--- config.mk ---
export PLATFORM = sky130hd
export DESIGN_NAME = frame_serial_router
export DESIGN_NICKNAME = d
export VERILOG_FILES = /design/src/rtl/frame_serial_router.sv
export SDC_FILE = /design/constraint.sdc
export NUM_CORES = 1
export LEC_CHECK = 0
export ABC_AREA = 1
export CORE_MARGIN = 3
export CORE_UTILIZATION = 41
export DETAILED_ROUTE_END_ITERATION = 8
export RECOVER_POWER = 50
export SLEW_MARGIN = 25
export SYNTH_ARGS = -nofsm -noshare
export SYNTH_HDL_FRONTEND = slang
export SYNTH_SLANG_ARGS = --single-unit
--- constraint.sdc ---
create_clock -name clk_in -period 17.49 [get_ports clk_in]
set_clock_uncertainty 0.1 [all_clocks]
set_input_delay 2.6235 -clock clk_in [delete_from_list [all_inputs] [get_ports clk_in]]
set_output_delay 2.6235 -clock clk_in [all_outputs]
set_load 0.02 [all_outputs]
--- src/rtl/frame_serial_router.sv ---
// frame_serial_router: parses E0E0,E0E0 / channel / 1-8 data words / CRC-16 / 0E0E,0E0E frames
// from a 16-bit word stream. CRC-checked payloads are Gray-coded, queued as whole frames in a
// FIFO_DEPTH-entry FIFO and shifted out MSB-first on one of eight serial channels.
// Ports: clk_in, rst (sync, active-high), data_in[15:0]; data_out_ch1..8 / data_vld_ch1..8
// serial outputs; fifo_empty / fifo_full FIFO status; crc_valid_o (first bit), crc_err pulses.
// Latency: result two clocks after the last trailer word, first serial bit two clocks after push.
// Backpressure: none on the input; a matching frame arriving with the FIFO full is dropped.
module frame_serial_router #(
  parameter int FIFO_DEPTH = 4
) (
  input  logic        clk_in,
  input  logic        rst,
  input  logic [15:0] data_in,
  output logic        data_out_ch1,
  output logic        data_out_ch2,
  output logic        data_out_ch3,
  output logic        data_out_ch4,
  output logic        data_out_ch5,
  output logic        data_out_ch6,
  output logic        data_out_ch7,
  output logic        data_out_ch8,
  output logic        data_vld_ch1,
  output logic        data_vld_ch2,
  output logic        data_vld_ch3,
  output logic        data_vld_ch4,
  output logic        data_vld_ch5,
  output logic        data_vld_ch6,
  output logic        data_vld_ch7,
  output logic        data_vld_ch8,
  output logic        fifo_empty,
  output logic        fifo_full,
  output logic        crc_valid_o,
  output logic        crc_err
);

  localparam int          AW       = (FIFO_DEPTH > 1) ? $clog2(FIFO_DEPTH) : 1;
  localparam logic [15:0] HDR_WORD = 16'hE0E0;
  localparam logic [15:0] TRL_WORD = 16'h0E0E;

  typedef enum logic [1:0] {HUNT, CHAN, PAYLOAD, CHECK} state_t;

  typedef struct packed {
    logic [2:0]   ch;
    logic [3:0]   len;
    logic [127:0] gray;
  } entry_t;

  // CRC-16/0x1021 over a 128-bit value, MSB first; leading zeros leave a zero CRC untouched.
  function automatic logic [15:0] crc16_128(input logic [127:0] d);
    logic [15:0] c;
    logic        fb;
    c = 16'h0000;
    for (int b = 127; b >= 0; b--) begin
      fb = c[15] ^ d[b];
      c  = {c[14:0], 1'b0} ^ (fb ? 16'h1021 : 16'h0000);
    end
    return c;
  endfunction

  // ---------------- parser ----------------
  state_t      state, state_nxt;
  logic [15:0] prev_word;
  logic [15:0] hist [11];   // hist[0] = newest payload word
  logic [3:0]  k;           // payload words seen, including CRC and trailer
  logic [3:0]  k_inc;
  logic        discard;
  logic [2:0]  chan, chan_idx;
  logic        chan_ok, is_trailer;

  assign k_inc      = k + 4'd1;
  assign chan_ok    = (data_in[15:8] == 8'h00) && $onehot(data_in[7:0]);
  // k != 0 keeps the channel word from pairing with the first payload word
  assign is_trailer = (k != 4'd0) && (prev_word == TRL_WORD) && (data_in == TRL_WORD);

  always_comb begin
    chan_idx = 3'd0;
    for (int i = 0; i < 8; i++) begin
      if (data_in[i]) chan_idx = 3'(i);
    end
  end

  always_comb begin
    state_nxt = state;
    case (state)
      HUNT:    if (prev_word == HDR_WORD && data_in == HDR_WORD) state_nxt = CHAN;
      CHAN:    state_nxt = PAYLOAD;
      PAYLOAD: begin
        if (k_inc > 4'd11)   state_nxt = HUNT;  // oversize: silent abort
        else if (is_trailer) state_nxt = (discard || k_inc < 4'd4) ? HUNT : CHECK;
      end
      CHECK:   state_nxt = HUNT;
      default: state_nxt = HUNT;
    endcase
  end

  always_ff @(posedge clk_in) begin
    if (rst) begin
      state     <= HUNT;
      prev_word <= 16'h0000;
      k         <= 4'd0;
      discard   <= 1'b0;
      chan      <= 3'd0;
      for (int i = 0; i < 11; i++) hist[i] <= 16'h0000;
    end else begin
      state     <= state_nxt;
      prev_word <= data_in;
      if (state == CHAN) begin
        k       <= 4'd0;
        discard <= !chan_ok;
        chan    <= chan_idx;
      end
      if (state == PAYLOAD) begin
        k       <= k_inc;
        hist[0] <= data_in;
        for (int i = 1; i < 11; i++) hist[i] <= hist[i-1];
      end
    end
  end

  // ---------------- CRC check (CHECK state) ----------------
  // In CHECK: hist[0..1] trailer, hist[2] CRC, hist[3..] data words, newest = least significant.
  logic [3:0]   len;
  logic [127:0] data_vec, gray_vec;
  logic         crc_ok, check_now, push, pop;

  assign len = k - 4'd3;

  always_comb begin
    data_vec = '0;
    for (int i = 0; i < 8; i++) begin
      data_vec[16*i +: 16] = (4'(i) < len) ? hist[3+i] : 16'h0000;
    end
  end

  assign gray_vec  = data_vec ^ (data_vec >> 1);
  assign crc_ok    = (crc16_128(data_vec) == hist[2]);
  assign check_now = (state == CHECK);
  assign push      = check_now && crc_ok && !fifo_full;

  always_ff @(posedge clk_in) begin
    if (rst) crc_err <= 1'b0;
    else     crc_err <= check_now && !crc_ok;
  end

  // ---------------- frame FIFO ----------------
  entry_t        mem [FIFO_DEPTH];
  entry_t        rd_entry;
  logic [AW-1:0] wr_ptr, rd_ptr;
  logic [AW:0]   count, count_nxt;

  assign rd_entry = mem[rd_ptr];

  always_comb begin
    count_nxt = count;
    if (push && !pop)      count_nxt = count + 1'b1;
    else if (!push && pop) count_nxt = count - 1'b1;
  end

  always_ff @(posedge clk_in) begin
    if (push) mem[wr_ptr] <= '{ch: chan, len: len, gray: gray_vec};
  end

  always_ff @(posedge clk_in) begin
    if (rst) begin
      wr_ptr     <= '0;
      rd_ptr     <= '0;
      count      <= '0;
      fifo_empty <= 1'b1;
      fifo_full  <= 1'b0;
    end else begin
      if (push) wr_ptr <= wr_ptr + 1'b1;
      if (pop)  rd_ptr <= rd_ptr + 1'b1;
      count      <= count_nxt;
      fifo_empty <= (count_nxt == '0);
      fifo_full  <= (count_nxt == (AW+1)'(FIFO_DEPTH));
    end
  end

  // ---------------- serializer ----------------
  logic         busy, first;
  logic [127:0] sr;
  logic [7:0]   bits_left;
  logic [2:0]   out_ch;
  logic [7:0]   vld_vec, out_vec;

  // Popping only from idle guarantees at least one idle cycle between frames.
  assign pop = !busy && !fifo_empty;

  always_ff @(posedge clk_in) begin
    if (rst) begin
      busy      <= 1'b0;
      first     <= 1'b0;
      sr        <= '0;
      bits_left <= 8'd0;
      out_ch    <= 3'd0;
    end else if (pop) begin
      busy      <= 1'b1;
      first     <= 1'b1;
      // left-align so the frame's MSB sits at sr[127]
      sr        <= rd_entry.gray << (8'd128 - {rd_entry.len, 4'b0000});
      bits_left <= {rd_entry.len, 4'b0000};
      out_ch    <= rd_entry.ch;
    end else if (busy) begin
      first     <= 1'b0;
      sr        <= sr << 1;
      bits_left <= bits_left - 8'd1;
      if (bits_left == 8'd1) busy <= 1'b0;
    end
  end

  always_comb begin
    vld_vec = 8'h00;
    out_vec = 8'h00;
    if (busy) begin
      vld_vec[out_ch] = 1'b1;
      out_vec[out_ch] = sr[127];
    end
  end

  assign crc_valid_o  = first;

  assign data_out_ch1 = out_vec[0];
  assign data_out_ch2 = out_vec[1];
  assign data_out_ch3 = out_vec[2];
  assign data_out_ch4 = out_vec[3];
  assign data_out_ch5 = out_vec[4];
  assign data_out_ch6 = out_vec[5];
  assign data_out_ch7 = out_vec[6];
  assign data_out_ch8 = out_vec[7];
  assign data_vld_ch1 = vld_vec[0];
  assign data_vld_ch2 = vld_vec[1];
  assign data_vld_ch3 = vld_vec[2];
  assign data_vld_ch4 = vld_vec[3];
  assign data_vld_ch5 = vld_vec[4];
  assign data_vld_ch6 = vld_vec[5];
  assign data_vld_ch7 = vld_vec[6];
  assign data_vld_ch8 = vld_vec[7];

endmodule

==> results.toml <==
# generated from flow reports
[run_status]
status = "complete, but fails checks"
violations = "max-capacitance violations, max-slew violations"

[placement]
place_hpwl_mm = 97.2
placed_area_sq_um = 49700

[finish]
largest_reg_flops = 540
n_all_buffers = 74
inverters = 568
regMostFlops = "mem"
logic_area_sq_um = 19800
nonClkBufAreaFrac = 0.0120
dominant_cells = "flip-flops and latches"

[logic_synthesis]
ys_sh_xor = 0.0174
async_flop_share = 0
yosys-top-cells-area = "edfxtp_1 45%, nand2_1 10%, dfxtp_1 7.5%, nor2_1 4.2%, inv_1 3.8%"
top_cells_by_count = "1291 x nand2_1, 716 x edfxtp_1, 537 x nor2_1"
ys_sh_adder = 0.00765
syn_avg_cell_area_sq_um = 8.89
ys_sh_aoi = 0.110
mux_share = 0.00333
ys_area_sq_um = 48100
netlist_area_sq_um = 48100
ys_types = 66

[floorplanning]
taps = 1512

[final_timing]
slew_headroom = -1.83
finalHoldViolations = 0
timing.final.max_slew_violations = 644
worstMarginPinSlew_ns = 4.24
fin_ws_ns = 4.04

[clock_tree]
clock_sinks = 895
cts-resized-gates = 0
postCtsHoldBufs = 0
htree_levels = 3
root_buffer = "clkbuf_16"

[flow_run]
max_cap_violations = 11

[global_route]
track_usage = 0.224

[routing]
wl_per_cell_um = 20.0
first_pass_iters = 5
drcViolationCount = 0
via_per_inst = 5.44

[hold_path]
hold_path_end = "crc_valid_o$_SDFFE_PP0P_"

[critical_path]
cpMostUsedCell = "nand2_2"
reg2reg_to = "mem[3][119]$_DFFE_PP_"
critPathKind = "flip-flop to flip-flop"
cp-endpoint = "mem[3][119]$_DFFE_PP_"
arrival_ns = 13.63
**The clock network**

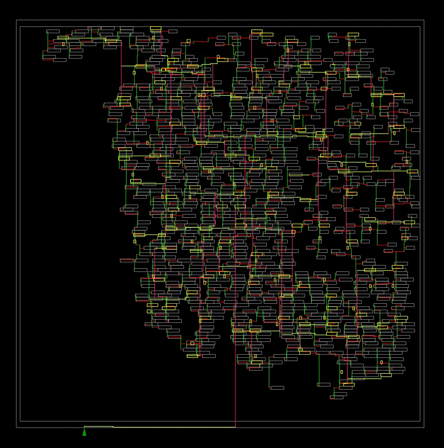
Seq Cell Count: 895
Late-Pin Clk Latency: 0.67 ns
clock buf count: 138
CTS buffer count: 97

**Cell area per tile**

(1 px per um) The die is cut into 35 by 35 equal tiles; black is low, pale yellow is high, 0 to 100% covered.
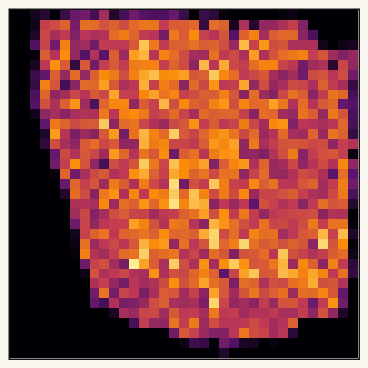
nearly empty tiles: 22%
fullest tile: 97%
tiles over 75% full: 7.8%
emptiest ninth of the die: bottom left
mean over tiles: 42%
densest ninth of the die: middle

**Placed cells, one colour a class**

(1 px per um)
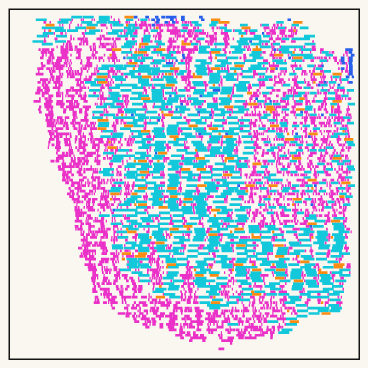
[orange] clock drivers and dummy loads | cells: 178 | share of their area: 6.0%
[blue] other buffers and delay cells | cells: 74 | share of their area: 1.2%
[magenta] all other logic | cells: 4267 | share of their area: 43%
[cyan] flip-flops | cells: 895 | share of their area: 50%
row cnt: 124
final core utilization: 0.456
final instance area: 52500 sq um
core area: 115000 sq um
Seq area share: 0.477

